[src/rtl/period_meter_pkg.sv]
// period_meter_pkg
//   Shared configuration for the RPM front end: default datapath width,
//   default filter/measurement parameters and the measurement FSM states.
//   No ports; imported by period_meter and period_meter_stripe_debounce.

package period_meter_pkg;

    // Width of the period / interval counter used by the whole RPM chain.
    localparam int RPM_WIDTH     = 32'd32;

    // Default number of stable synchronised samples before a level is accepted.
    localparam int PM_DEBOUNCE   = 32'd16;

    // Default shortest interval treated as a real stripe; shorter ones are glitches.
    localparam int PM_MIN_PERIOD = 32'd64;

    // Default cycles without an accepted edge before the shaft counts as stalled.
    localparam int PM_TIMEOUT    = 32'd16777216;

    // Measurement FSM states.
    typedef enum logic [0:0] {
        PM_IDLE    = 1'b0,
        PM_MEASURE = 1'b1
    } pm_state_e;

endpackage

[src/rtl/period_meter_stripe_debounce.sv]
// period_meter_stripe_debounce
//   Two-flop synchroniser followed by a stable-count filter for the optical
//   stripe sensor. The filtered level follows the synchronised level only after
//   DEBOUNCE consecutive samples that differ from the current filtered level,
//   so every accepted transition has the same fixed latency.
// Ports
//   clk        in   system clock
//   rst_n      in   async active-low reset
//   sensor_in  in   raw asynchronous sensor level
//   level      out  filtered sensor level (registered)
//   rise       out  1-cycle pulse in the cycle level goes 0->1 (registered)

module period_meter_stripe_debounce
    import period_meter_pkg::*;
#(
    parameter int DEBOUNCE = PM_DEBOUNCE
) (
    input  logic clk,
    input  logic rst_n,
    input  logic sensor_in,
    output logic level,
    output logic rise
);

    localparam int               CNT_W    = (DEBOUNCE > 32'd1) ? $clog2(DEBOUNCE) : 32'd1;
    localparam logic [CNT_W-1:0] CNT_LAST = CNT_W'(DEBOUNCE - 32'd1);
    localparam logic [CNT_W-1:0] CNT_ONE  = CNT_W'(32'd1);

    logic [1:0]       sync_r;
    logic [CNT_W-1:0] cnt_r;
    logic             level_r;
    logic             rise_r;

    // Two-flop synchroniser for the asynchronous sensor input.
    always_ff @(posedge clk or negedge rst_n) begin
        if (!rst_n) begin
            sync_r <= 2'b00;
        end else begin
            sync_r <= {sync_r[0], sensor_in};
        end
    end

    // Stable-count filter: count consecutive samples that disagree with the
    // filtered level; any agreeing sample restarts the count.
    always_ff @(posedge clk or negedge rst_n) begin
        if (!rst_n) begin
            cnt_r   <= '0;
            level_r <= 1'b0;
            rise_r  <= 1'b0;
        end else begin
            rise_r <= 1'b0;
            if (sync_r[1] != level_r) begin
                if (cnt_r == CNT_LAST) begin
                    cnt_r   <= '0;
                    level_r <= sync_r[1];
                    rise_r  <= sync_r[1];
                end else begin
                    cnt_r <= cnt_r + CNT_ONE;
                end
            end else begin
                cnt_r <= '0;
            end
        end
    end

    assign level = level_r;
    assign rise  = rise_r;

endmodule

[src/rtl/period_meter.sv]
// period_meter
//   Front end of the RPM counter. Debounces the stripe sensor, measures clk
//   cycles between accepted rising edges, optionally averages 2**AVG_LOG2
//   intervals and publishes the result with a toggle handshake.
// Ports
//   clk            in   system clock
//   rst_n          in   async active-low reset
//   enable         in   0 holds the meter idle; outputs keep their values
//   sensor_in      in   raw asynchronous stripe sensor
//   period         out  last published period in clk cycles (all ones = stall)
//   period_change  out  flips once per published value
//   stalled        out  1 after reset or timeout until the next real publish
//   stripe_pulse   out  1-cycle pulse per debounced rising edge

module period_meter
    import period_meter_pkg::*;
#(
    parameter int PERIOD_W   = RPM_WIDTH,
    parameter int DEBOUNCE   = PM_DEBOUNCE,
    parameter int MIN_PERIOD = PM_MIN_PERIOD,
    parameter int TIMEOUT    = PM_TIMEOUT,
    parameter int AVG_LOG2   = 32'd0
) (
    input  logic                clk,
    input  logic                rst_n,
    input  logic                enable,
    input  logic                sensor_in,
    output logic [PERIOD_W-1:0] period,
    output logic                period_change,
    output logic                stalled,
    output logic                stripe_pulse
);

    localparam int                  ACC_W     = PERIOD_W + AVG_LOG2;
    localparam int                  N_W       = AVG_LOG2 + 32'd1;
    localparam logic [PERIOD_W-1:0] ONE_C     = PERIOD_W'(32'd1);
    localparam logic [PERIOD_W-1:0] MIN_C     = PERIOD_W'(MIN_PERIOD);
    localparam logic [PERIOD_W-1:0] TIMEOUT_C = PERIOD_W'(TIMEOUT);
    localparam logic [N_W-1:0]      N_ONE_C   = N_W'(32'd1);
    localparam logic [N_W-1:0]      N_FULL_C  = N_W'(32'd1 << AVG_LOG2);

    logic                level_s;
    logic                rise_s;
    logic                event_s;

    pm_state_e           state_r;
    pm_state_e           state_s;
    logic [PERIOD_W-1:0] cnt_r;
    logic                restart_s;
    logic [ACC_W-1:0]    acc_r;
    logic [ACC_W-1:0]    acc_s;
    logic [ACC_W-1:0]    acc_sum_s;
    logic [N_W-1:0]      n_r;
    logic [N_W-1:0]      n_s;
    logic [N_W-1:0]      n_inc_s;
    logic [PERIOD_W-1:0] period_r;
    logic [PERIOD_W-1:0] period_s;
    logic                toggle_r;
    logic                toggle_s;
    logic                stalled_r;
    logic                stalled_s;

    period_meter_stripe_debounce #(
        .DEBOUNCE (DEBOUNCE)
    ) u_debounce (
        .clk       (clk),
        .rst_n     (rst_n),
        .sensor_in (sensor_in),
        .level     (level_s),
        .rise      (rise_s)
    );

    // The rise pulse is only meaningful while the filtered level is high.
    assign event_s = rise_s & level_s;

    // Interval counter: restarts on every edge the FSM does not discard,
    // otherwise counts up and parks at TIMEOUT.
    always_ff @(posedge clk or negedge rst_n) begin
        if (!rst_n) begin
            cnt_r <= '0;
        end else if (restart_s) begin
            cnt_r <= ONE_C;
        end else if (cnt_r != TIMEOUT_C) begin
            cnt_r <= cnt_r + ONE_C;
        end else begin
            cnt_r <= cnt_r;
        end
    end

    // FSM and publish registers.
    always_ff @(posedge clk or negedge rst_n) begin
        if (!rst_n) begin
            state_r   <= PM_IDLE;
            acc_r     <= '0;
            n_r       <= '0;
            period_r  <= '0;
            toggle_r  <= 1'b0;
            stalled_r <= 1'b1;
        end else begin
            state_r   <= state_s;
            acc_r     <= acc_s;
            n_r       <= n_s;
            period_r  <= period_s;
            toggle_r  <= toggle_s;
            stalled_r <= stalled_s;
        end
    end

    // Next-state and publish decision. An edge in the same cycle as the
    // timeout wins because the edge branch is tested first.
    always_comb begin
        state_s   = state_r;
        acc_s     = acc_r;
        n_s       = n_r;
        period_s  = period_r;
        toggle_s  = toggle_r;
        stalled_s = stalled_r;
        restart_s = event_s;
        acc_sum_s = acc_r + ACC_W'(cnt_r);
        n_inc_s   = n_r + N_ONE_C;

        if (!enable) begin
            state_s = PM_IDLE;
            acc_s   = '0;
            n_s     = '0;
        end else begin
            case (state_r)
                PM_IDLE: begin
                    if (event_s) begin
                        state_s = PM_MEASURE;
                        acc_s   = '0;
                        n_s     = '0;
                    end else begin
                        state_s = PM_IDLE;
                    end
                end
                PM_MEASURE: begin
                    if (event_s) begin
                        if (cnt_r >= MIN_C) begin
                            if (n_inc_s == N_FULL_C) begin
                                // Truncating mean; the upper bits are zero
                                // because each interval is below TIMEOUT.
                                period_s  = PERIOD_W'(acc_sum_s >> AVG_LOG2);
                                toggle_s  = ~toggle_r;
                                stalled_s = 1'b0;
                                acc_s     = '0;
                                n_s       = '0;
                            end else begin
                                acc_s = acc_sum_s;
                                n_s   = n_inc_s;
                            end
                        end else begin
                            // Too soon after the last real edge: treat as a
                            // glitch and keep measuring from that edge.
                            restart_s = 1'b0;
                        end
                    end else if (cnt_r == TIMEOUT_C) begin
                        period_s  = '1;
                        toggle_s  = ~toggle_r;
                        stalled_s = 1'b1;
                        state_s   = PM_IDLE;
                        acc_s     = '0;
                        n_s       = '0;
                    end else begin
                        state_s = PM_MEASURE;
                    end
                end
                default: begin
                    state_s = PM_IDLE;
                    acc_s   = '0;
                    n_s     = '0;
                end
            endcase
        end
    end

    assign period        = period_r;
    assign period_change = toggle_r;
    assign stalled       = stalled_r;
    assign stripe_pulse  = rise_s;

endmodule

[config.mk]
export PLATFORM = sky130hd
export DESIGN_NAME = period_meter
export DESIGN_NICKNAME = d
export VERILOG_FILES = /design/src/rtl/period_meter_pkg.sv /design/src/rtl/period_meter_stripe_debounce.sv /design/src/rtl/period_meter.sv
export SDC_FILE = /design/constraint.sdc
export NUM_CORES = 1
export LEC_CHECK = 0
export ABC_CLOCK_PERIOD_IN_PS = 2830
export CAP_MARGIN = 5
export CORE_MARGIN = 4
export CORE_UTILIZATION = 55
export DETAILED_ROUTE_END_ITERATION = 12
export PLACE_DENSITY = 0.84
export RECOVER_POWER = 50
export SLEW_MARGIN = 20
export SYNTH_ARGS = -nofsm -noshare
export SYNTH_HDL_FRONTEND = slang
export SYNTH_HIERARCHICAL = 1
export SYNTH_SLANG_ARGS = --single-unit
[constraint.sdc]
create_clock -name clk -period 2.83 [get_ports clk]
set_input_delay 0.566 -clock clk [delete_from_list [all_inputs] [get_ports clk]]
set_output_delay 0.566 -clock clk [all_outputs]
set_load 0.1 [all_outputs]
Run 1, signal wires by layer:
Bar = 20 um.
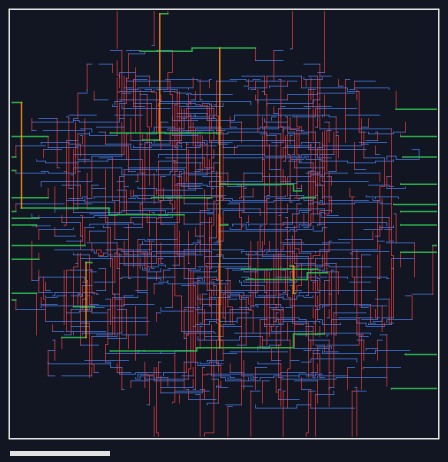
Key: red = M2 [wire length 2960 um]; orange = M4 [wire length 127 um]; green = M3 [wire length 337 um]; blue = M1 [wire length 3130 um]

Run 1, sequential cells grouped by signal name:
Bar = 20 um.
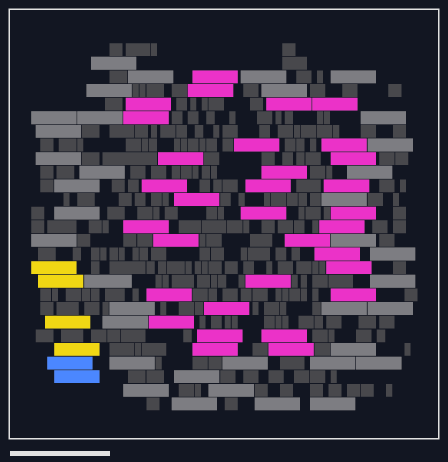
Key: magenta = `cnt_r` [sequential cells 32]; yellow = `u_debounce/cnt_r` [sequential cells 4]; blue = `u_debounce/sync_r` [sequential cells 2]

Run 1, cell sizes after repair:
Bar = 20 um.
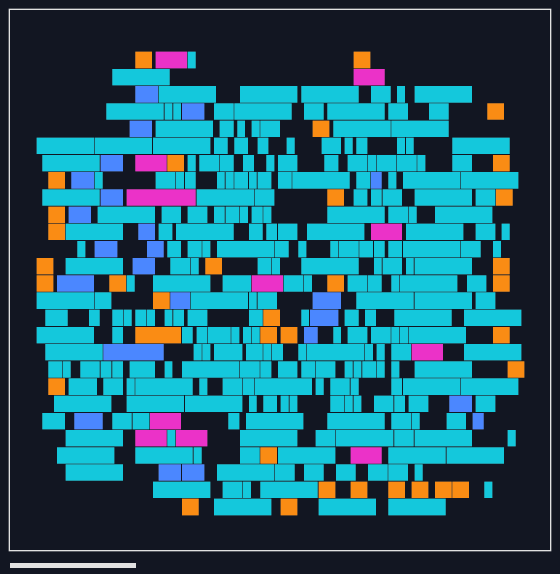
Key: cyan = x1 and smaller [cells 268]; magenta = x6 and larger [cells 11]; orange = x3 and x4 [cells 35]; blue = x2 [cells 23]
Area growth syn-to-layout: 15.3%
final instance area: 3800 um^2

==> results.json, run 1 <==
{
  "path_class": "flip-flop to flip-flop",
  "rows": 27,
  "slew_headroom": 0.160,
  "core_um2": 5680,
  "yosysUniqueCellTypes": 38,
  "h-tree-depth": 3,
  "critPathLaunch": "cnt_r[11]$_DFFE_PN0P_",
  "drt-vias-per-instance": 5.71,
  "met1_usage": 0.284,
  "ys_ff": 75,
  "power_leader": "sequential cells",
  "yosys.area.top_type": "dfrtp_1",
  "hold_ws_ps": 301,
  "pg_clk_uw": 800,
  "grt_max_degree": 38,
  "hold_path_class": "input pin to async pin",
  "r2r_start": "cnt_r[11]$_DFFE_PN0P_",
  "finalWirelength_um": 6560,
  "crit_end": "period[31]$_DFFE_PN0P_",
  "drive_gt1_frac": 0.205,
  "finalClockPeriodUsage": 0.926,
  "cpMaxStageDelayCell": "or3_1",
  "outcome": "finished, final reports clean",
  "cts_buffers": 9,
  "tool_warnings": 27,
  "finalCoreUtilization": 0.670,
  "p_seq_frac": 0.565,
  "yosys_area_um2": 3300,
  "grt_busiest_layer": "met2",
  "die_w_um": 85.4,
  "clk_pin_slew_ps": 70,
  "use_met2": 0.295,
  "setup_tns_ps": 0,
  "synth_area_um2": 3300
}
==> run 2, diff against run 1 <==
--- a/config.mk
+++ b/config.mk
@@ -12,6 +12,7 @@
 export DETAILED_ROUTE_END_ITERATION = 12
 export PLACE_DENSITY = 0.84
 export RECOVER_POWER = 50
+export REMOVE_ABC_BUFFERS = 1
 export SLEW_MARGIN = 20
 export SYNTH_ARGS = -nofsm -noshare
 export SYNTH_HDL_FRONTEND = slang
==> run 2 against run 1 <==
Area after synthesis unchanged. Power up 1.5%. Sequential cell count unchanged. Clock skew shrank 4.9 ps. Clock power up 3.6%. Synthesized cell count unchanged. Non-clock buffer count unchanged. Worst hold slack gained 54 ps. Die area did not move. Maximum frequency grew 0.91%. Critical path type unchanged.
==> results.json, run 2 <==
{
  "r2r_start": "cnt_r[10]$_DFFE_PN0P_",
  "met1_usage": 0.273,
  "die_w_um": 85.4,
  "crit_family": "simple AND/OR/NAND/NOR gates",
  "grt_max_degree": 39,
  "ys_cells": 289,
  "setup_tns_ps": 0,
  "drive_gt1_frac": 0.214,
  "path_cells": "nor4_1 -> nand4_1 -> or3_1 -> a211oi_4 -> buf_4 -> o22a_1",
  "yosys_area_um2": 3300,
  "worstMarginPinSlew_ps": 1170,
  "power_leader": "sequential cells",
  "layout.nets": 339,
  "drt-vias-per-instance": 5.86,
  "cts_buffers": 9,
  "finalHoldViolCount": 0,
  "finalWirelength_um": 6620,
  "topCombFamilyByArea": "simple AND/OR/NAND/NOR gates",
  "use_met2": 0.311,
  "finalClockPeriodUsage": 0.918,
  "synth_area_um2": 3300,
  "yosysUniqueCellTypes": 38,
  "met2_length_um": 3130,
  "outcome": "finished, final reports clean",
  "core_um2": 5680,
  "crit_end": "period[20]$_DFFE_PN0P_",
  "cpMaxStageDelayCell": "or3_1",
  "required_ps": 3110,
  "ys_ff": 75,
  "grt_busiest_layer": "met2",
  "power_switching_uw": 409,
  "critPathLaunch": "cnt_r[10]$_DFFE_PN0P_",
  "ios": 39,
  "finalCoreUtilization": 0.673,
  "clk_pin_slew_ps": 70,
  "rows": 27,
  "tool_warnings": 26,
  "pg_clk_uw": 829,
  "h-tree-depth": 3,
  "slew_headroom": 0.226,
  "hold_ws_ps": 356,
  "hold_path_class": "flip-flop to flip-flop"
}
Run 2, cell sizes after repair:
Bar = 20 um.
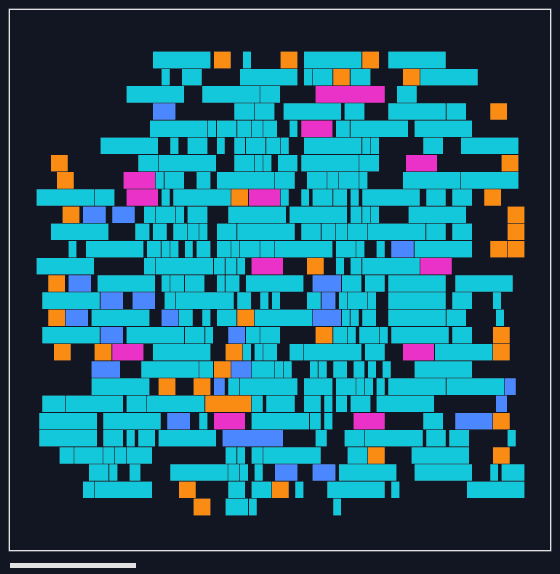
Key: orange = x3 and x4 [cells 36]; cyan = x1 and smaller [cells 264]; blue = x2 [cells 24]; magenta = x6 and larger [cells 12]
Area growth syn-to-layout: 15.8%
final instance area: 3820 um^2
worst setup margin: 233 ps
count of plain and timing-repair buffers: 48

Run 2, sequential cells grouped by signal name:
Bar = 20 um.
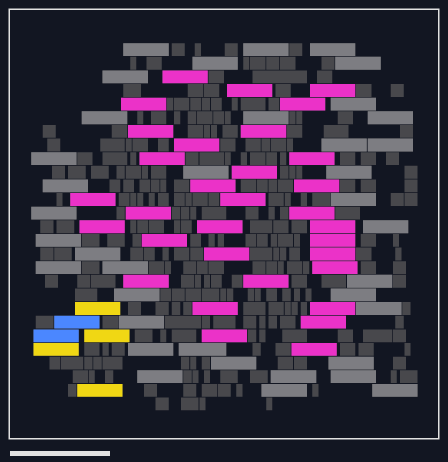
Key: magenta = `cnt_r` [sequential cells 32]; blue = `u_debounce/sync_r` [sequential cells 2]; yellow = `u_debounce/cnt_r` [sequential cells 4, where lower left]
Another 37 sequential cells are not colored.

Power and IR drop assume default switching activity.
